### config.mk
export PLATFORM = sky130hd
export DESIGN_NAME = field_renderer
export DESIGN_NICKNAME = d
export VERILOG_FILES = /design/src/rtl/field_renderer.sv
export SDC_FILE = /design/constraint.sdc
export NUM_CORES = 2
export LEC_CHECK = 0
export ABC_AREA = 1
export ABC_CLOCK_PERIOD_IN_PS = 7450
export CORE_AREA = 5 5 584 586
export CTS_CLUSTER_DIAMETER = 120
export DETAILED_ROUTE_END_ITERATION = 8
export DIE_AREA = 0 0 589 591
export GPL_TIMING_DRIVEN = 0
export HOLD_SLACK_MARGIN = 0.15
export SETUP_SLACK_MARGIN = 0.02
export SLEW_MARGIN = 30
export SYNTH_ARGS = -nofsm -noshare
export SYNTH_HDL_FRONTEND = slang
export SYNTH_SLANG_ARGS = --single-unit
### constraint.sdc
create_clock -name i_clock -period 7.45 [get_ports i_clock]
set_input_delay 0.745 -clock i_clock [delete_from_list [all_inputs] [get_ports i_clock]]
set_output_delay 0.745 -clock i_clock [all_outputs]
set_load 0.05 [all_outputs]
### src/rtl/field_renderer.sv
// field_renderer: two-stage playfield pixel renderer for the VGA path.
//   Tracks raster position with counters, snapshots the field at start of
//   frame, maps each pixel to a cell code and then a palette colour, and
//   overlays optional grid lines and a line-clear flash sequence.
// Ports:
//   i_clock, i_reset      pixel clock, synchronous active-high reset
//   i_pix_valid, i_sof    pixel strobe and first-pixel-of-frame marker
//   i_field               ROWS*COLS cell codes, cell i at [i*CODE_W +: CODE_W]
//   i_palette             BGR per code, code k at [k*24 +: 24]
//   i_grid_bgr            grid-line colour
//   i_side_bgr            colour right of the field (score panel)
//   i_clear_req           one-cycle flash start request
//   i_clear_rows          rows to flash, bit r = row r
//   o_bgr_out, o_out_valid  rendered pixel, valid two cycles after input
//   o_clear_busy          flash sequencer not idle
//   o_clear_done          one-cycle pulse at sequence end
module field_renderer #(
  parameter int COLS         = 20,
  parameter int ROWS         = 20,
  parameter int CELL_PX      = 24,
  parameter int H_ACTIVE     = 640,
  parameter int CODE_W       = 3,
  parameter int GRID         = 0,
  parameter int FLASH_FRAMES = 32,
  parameter int FLASH_TOGGLE = 8
) (
  input  logic                          i_clock,
  input  logic                          i_reset,
  input  logic                          i_pix_valid,
  input  logic                          i_sof,
  input  logic [ROWS*COLS*CODE_W-1:0]   i_field,
  input  logic [(2**CODE_W)*24-1:0]     i_palette,
  input  logic [23:0]                   i_grid_bgr,
  input  logic [23:0]                   i_side_bgr,
  input  logic                          i_clear_req,
  input  logic [ROWS-1:0]               i_clear_rows,
  output logic [23:0]                   o_bgr_out,
  output logic                          o_out_valid,
  output logic                          o_clear_busy,
  output logic                          o_clear_done
);
  localparam int FIELD_W = COLS * CELL_PX;
  localparam int FIELD_H = ROWS * CELL_PX;
  localparam int XW  = $clog2(H_ACTIVE);
  localparam int YW  = $clog2(FIELD_H + 1);
  localparam int SW  = (CELL_PX > 1) ? $clog2(CELL_PX) : 1;
  localparam int CW  = $clog2(H_ACTIVE / CELL_PX + 2);
  localparam int RW  = $clog2(ROWS + 1);
  localparam int RIW = (ROWS > 1) ? $clog2(ROWS) : 1;
  localparam int IW  = (ROWS * COLS > 1) ? $clog2(ROWS * COLS) : 1;
  localparam int FCW = (FLASH_FRAMES > 1) ? $clog2(FLASH_FRAMES) : 1;
  localparam int TCW = (FLASH_TOGGLE > 1) ? $clog2(FLASH_TOGGLE) : 1;

  typedef enum logic [1:0] {S_IDLE, S_ARMED, S_FLASH, S_DONE} state_t;

  // Counters hold the position of the next expected pixel; a valid sof
  // overrides them so the sof pixel itself is (0,0).
  logic [XW-1:0] r_x;
  logic [YW-1:0] r_y;
  logic [SW-1:0] r_sx, r_sy;
  logic [CW-1:0] r_col;
  logic [RW-1:0] r_row;

  logic          w_start;
  logic [XW-1:0] w_x;
  logic [YW-1:0] w_y;
  logic [SW-1:0] w_sx, w_sy;
  logic [CW-1:0] w_col;
  logic [RW-1:0] w_row;
  logic          w_in_field;

  assign w_start = i_pix_valid && i_sof;
  assign w_x   = w_start ? '0 : r_x;
  assign w_y   = w_start ? '0 : r_y;
  assign w_sx  = w_start ? '0 : r_sx;
  assign w_sy  = w_start ? '0 : r_sy;
  assign w_col = w_start ? '0 : r_col;
  assign w_row = w_start ? '0 : r_row;
  assign w_in_field = (w_x < XW'(FIELD_W)) && (w_y < YW'(FIELD_H));

  always_ff @(posedge i_clock) begin
    if (i_reset) begin
      r_x <= '0; r_y <= '0; r_sx <= '0; r_sy <= '0; r_col <= '0; r_row <= '0;
    end else if (i_pix_valid) begin
      if (w_x == XW'(H_ACTIVE - 1)) begin
        r_x <= '0; r_sx <= '0; r_col <= '0;
        // y saturates once below the field so the counters stay bounded
        // through the blank rows of a tall frame.
        if (w_y < YW'(FIELD_H)) begin
          r_y <= w_y + YW'(1);
          if (w_sy == SW'(CELL_PX - 1)) begin
            r_sy <= '0; r_row <= w_row + RW'(1);
          end else begin
            r_sy <= w_sy + SW'(1); r_row <= w_row;
          end
        end else begin
          r_y <= w_y; r_sy <= w_sy; r_row <= w_row;
        end
      end else begin
        r_x <= w_x + XW'(1);
        if (w_sx == SW'(CELL_PX - 1)) begin
          r_sx <= '0; r_col <= w_col + CW'(1);
        end else begin
          r_sx <= w_sx + SW'(1); r_col <= w_col;
        end
        r_y <= w_y; r_sy <= w_sy; r_row <= w_row;
      end
    end
  end

  // Per-frame snapshot; loaded at the sof edge so stage 2 of the sof pixel
  // already reads the new frame's contents.
  logic [ROWS*COLS*CODE_W-1:0] r_field_q;
  always_ff @(posedge i_clock) begin
    if (i_reset)      r_field_q <= '0;
    else if (w_start) r_field_q <= i_field;
  end

  // Flash sequencer
  state_t         r_state;
  logic [ROWS-1:0] r_mask;
  logic [FCW-1:0] r_fcnt;
  logic [TCW-1:0] r_tcnt;
  logic           r_phase;
  logic           r_busy, r_done;

  always_ff @(posedge i_clock) begin
    if (i_reset) begin
      r_state <= S_IDLE; r_mask <= '0; r_fcnt <= '0; r_tcnt <= '0;
      r_phase <= 1'b0; r_busy <= 1'b0; r_done <= 1'b0;
    end else begin
      r_done <= 1'b0;
      case (r_state)
        S_IDLE: if (i_clear_req) begin
          r_mask <= i_clear_rows; r_state <= S_ARMED; r_busy <= 1'b1;
        end
        S_ARMED: if (w_start) begin
          r_fcnt <= '0; r_tcnt <= '0; r_phase <= 1'b1; r_state <= S_FLASH;
        end
        S_FLASH: if (w_start) begin
          if (r_fcnt == FCW'(FLASH_FRAMES - 1)) begin
            r_state <= S_DONE; r_done <= 1'b1;
          end else begin
            r_fcnt <= r_fcnt + FCW'(1);
            // phase = (frame_cnt / FLASH_TOGGLE) even, tracked incrementally
            if (r_tcnt == TCW'(FLASH_TOGGLE - 1)) begin
              r_tcnt <= '0; r_phase <= ~r_phase;
            end else begin
              r_tcnt <= r_tcnt + TCW'(1);
            end
          end
        end
        S_DONE: begin
          r_mask <= '0; r_state <= S_IDLE; r_busy <= 1'b0;
        end
        default: r_state <= S_IDLE;
      endcase
    end
  end

  // Stage 1: region flags, cell index, side colour
  logic [2:1]      r_vld_pipe;
  logic            r1_side, r1_below, r1_grid;
  logic [IW-1:0]   r1_idx;
  logic [RIW-1:0]  r1_row;
  logic [23:0]     r1_side_bgr;

  always_ff @(posedge i_clock) begin
    if (i_reset) begin
      r1_side <= 1'b0; r1_below <= 1'b0; r1_grid <= 1'b0;
      r1_idx <= '0; r1_row <= '0; r1_side_bgr <= '0;
    end else if (i_pix_valid) begin
      r1_side     <= w_x >= XW'(FIELD_W);
      r1_below    <= w_y >= YW'(FIELD_H);
      r1_grid     <= (GRID != 0) && (w_sx == '0 || w_sy == '0);
      r1_side_bgr <= i_side_bgr;
      r1_idx      <= w_in_field ? IW'(32'(w_row) * COLS + 32'(w_col)) : '0;
      r1_row      <= w_in_field ? RIW'(w_row) : '0;
    end
  end

  // Stage 2: cell lookup, palette and overlay priority
  logic [CODE_W-1:0] w_code;
  logic [23:0]       w_pal;
  assign w_code = CODE_W'(r_field_q >> (32'(r1_idx) * CODE_W));
  assign w_pal  = 24'(i_palette >> (32'(w_code) * 24));

  always_ff @(posedge i_clock) begin
    if (i_reset) begin
      r_vld_pipe <= '0;
      o_bgr_out  <= '0;
    end else begin
      r_vld_pipe <= {r_vld_pipe[1], i_pix_valid};
      if (r_vld_pipe[1]) begin
        if (r1_side)        o_bgr_out <= r1_side_bgr;
        else if (r1_below)  o_bgr_out <= 24'h000000;
        else if (r1_grid)   o_bgr_out <= i_grid_bgr;
        else if (r_state == S_FLASH && r_phase && r_mask[r1_row] && w_code != '0)
                            o_bgr_out <= 24'hFFFFFF;
        else                o_bgr_out <= w_pal;
      end
    end
  end

  assign o_out_valid  = r_vld_pipe[2];
  assign o_clear_busy = r_busy;
  assign o_clear_done = r_done;
endmodule

==> images/met1.png <==
Scale: 1 px per um. Supply wires on this layer in grey. Cells faint in the background.
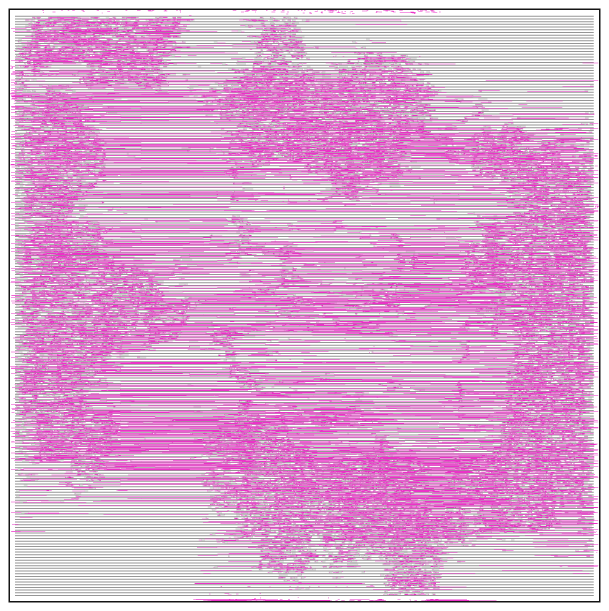
longest straight run: 325 um
nets with wire on the layer: 11470
share of all routed wire: 38%
wire length on this layer: 223 mm

==> images/registers.png <==
Scale: 1 px per um. Other sequential cells in the stronger grey, the rest of the logic in the fainter grey.
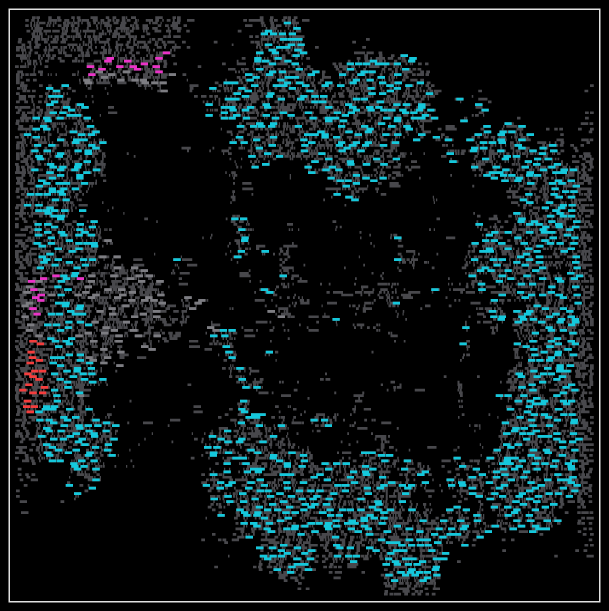
| signal | colour | placed flops |
|---|---|---|
| `r_mask` | red | 20 |
| `o_bgr_out` | magenta | 24 |
| `r_field_q` | cyan | 1200 |
not coloured: 94

==> CHANGELOG.md <==
### Metrics

* Lkg Pwr at 33.7 nW
* Synthesized instance count at 8985
* Syn Area/Cell at 6.79 sq um
* Routed Antenna Nets at 0
* Final hold vios at 0
* Relative slew slack at 15.2%
* Core Util, Final at 26.6%
* DR WL/cell at 38.4 um
* Status: completed
* Global placement routability congestion at 1.03
* Final nets at 12.2k
* Syn. warnings at 0
* WHS at 445 ps
* FP Rows at 213
* Insertion Delay late pin at 900 ps
* Via count at 77.9k
* I/O Pins at 1492
* Clock buffer cells at 225
* CTS tree: yes
* Met1 usage at 38.1%
* CTS Buf Count at 172
* CP startpoint: r1_idx[4]
* Placed Cells at 14.9k
* Vias in the first global route at 70.7k
* Pre-CTS setup slack at 335 ps
* M1 wire length at 223000 um
* Seq Cell Count at 1338
* Met3 WL at 64200 um
* Initial antenna violation count at 393
* Worst Max-Slew Pin Slew at 1260 ps
* First-pass GRT wire length at 732000 um
* IO buf count at 1466
* Synth cell count leaders: nor2_1 (1766), o21ai_0 (1462), dfxtp_1 (1338)
* Max-slew violations at 0
* Biggest area cells: dfxtp_1 (44%), o21ai_0 (12%), nor2_1 (11%)
* Register area share after synthesis at 43.9%
* GR Util met2 at 50.2%
* Hold Crit Class: flip-flop to flip-flop
* Non-filler cells in the finished layout at 15.4k
* Post-DP HPWL at 475000 um
* Non-Clock Buffer Area Fraction at 21.9%
* Post-Syn Area at 61000 sq um
* Htree depth at 4
* CP Max Fanout at 10
* Reg-to-Reg Start: r1_idx[4]
* DIE WIDTH at 589 um
* R2r worst-path depth at 16
* Post-route cell area at 89000 sq um
* Total core area at 335000 sq um
* Post-route setup slack at 51.8 ps
* Critical path type: flip-flop to flip-flop
* Clk buf depth at 4
* Layer with the highest usage: met2
* VDD IR max at 0.202 mV
* Arrival @ worst endpoint at 8120 ps
* Largest registers: r_field_q (1200), o_bgr_out (24), r1_side_bgr (24)
* Final wirelength at 593000 um
* Unique masters post-synth at 41
* Count of library flops with an enable pin at 0
* Cell area power density at 221 nW/um^2
* Logic area at 29000 sq um
* N_taps at 4407
* Tcrit/Tclk final at 99.3%
* Placed Area at 82700 sq um
* Met2 WL at 259000 um
* Root buf cell: clkbuf_16
* Ant diodes at 216
* Clk pin slew, worst setup/hold paths at 60 ps
* Total power at 19.7 mW
* Flops out of synthesis at 1338
* HP Start: r_field_q[805]
* MI comb cells at 6387
* Reg2reg setup slack at 50 ps
* Leading area contributor after synthesis: dfxtp_1
* Setup crit end: o_bgr_out[22]
* Clock-cell share at 6.48%
* Max Clk Rate at 0.135 GHz
* Non-Clock Inverter Count at 510
* Area leader share at 43.9%
* Most frequent cell after synthesis: nor2_1
* Net Count, Synth at 10.5k
* Max FFs per register at 1200
* CTS Hold Buffers Added at 0
* Fp_density at 18.2%
* Layout cell share with drive strength beyond 1 at 6.42%
* Seq area share at 30.1%
* Ys async rst share at 0%
* Yosys chip area at 61000 sq um
* Total negative slack at 0 ps
* Fillers at 37.2k
* Max-cap violation count at 0
* Startpoint types: flip-flop
## kinds of logic (layout without fill, tap and decap cells)
| logic type | count (synthesis) | count (layout) | synth area share, % |
|---|---|---|---|
| AND/OR/NAND/NOR | 3976 | 3976 | 26.7 |
| AND-OR/OR-AND | 2371 | 2371 | 20.1 |
| flip-flops | 1338 | 1338 | 43.9 |
| buffers and inverters | 1260 | 3089 | 8.58 |
| adder cells (fa/ha/maj) | 27 | 27 | 0.579 |
| XOR/XNOR | 13 | 13 | 0.187 |
| other | 0 | 216 | 0 |
## power by group
group | switching (mW) | internal (mW)
clock network | 3.72 | 5.07
logic | 1.68 | 1.24
registers | 0.314 | 7.64
total | 5.72 | 14.0
## cell usage in the layout (no fill, tap or decap), types with 5 or more instances in the layout
cell             instances
o221ai_1                 7
nor2_1                1763
clkbuf_2                71
buf_2                  186
buf_4                   64
buf_16                  35
clkinv_4                 7
o22ai_1                  9
clkdlybuf4s50_1       1466
clkinvlp_4               5
diode_2                216
xor2_1                  13
nand4_1                  5
inv_6                   13
buf_12                  17
a31oi_1                  5
nor3_1                  19
clkbuf_1               431
o211ai_1               104
a21oi_1                736
buf_1                   10
dfxtp_1               1338
inv_2                    6
nand2_1               1157
o21ai_0               1455
inv_1                  500
bufinv_16               15
clkbuf_16              173
o31ai_1                  6
buf_6                   14
clkinv_2                29
nand3_1               1015
ha_1                    25
clkbuf_8                24
clkbuf_4                 5
o21ai_1                 36
## critical path: stages, from the launching register on
cell and delay (ps):
dfxtp_1 380, clkinv_1 910, nor2_2 1120, clkbuf_2 460, buf_8 210, nand2_1 70, nand3_1 170, nand2_1 80
nor2_1 730, nor2_1 110, nor2_1 740, clkbuf_1 870, nand3_1 610, nand3_1 240, nand3_1 100, nand2_1 320
a21oi_1 110
Power is estimated from default activity; no workload was simulated.
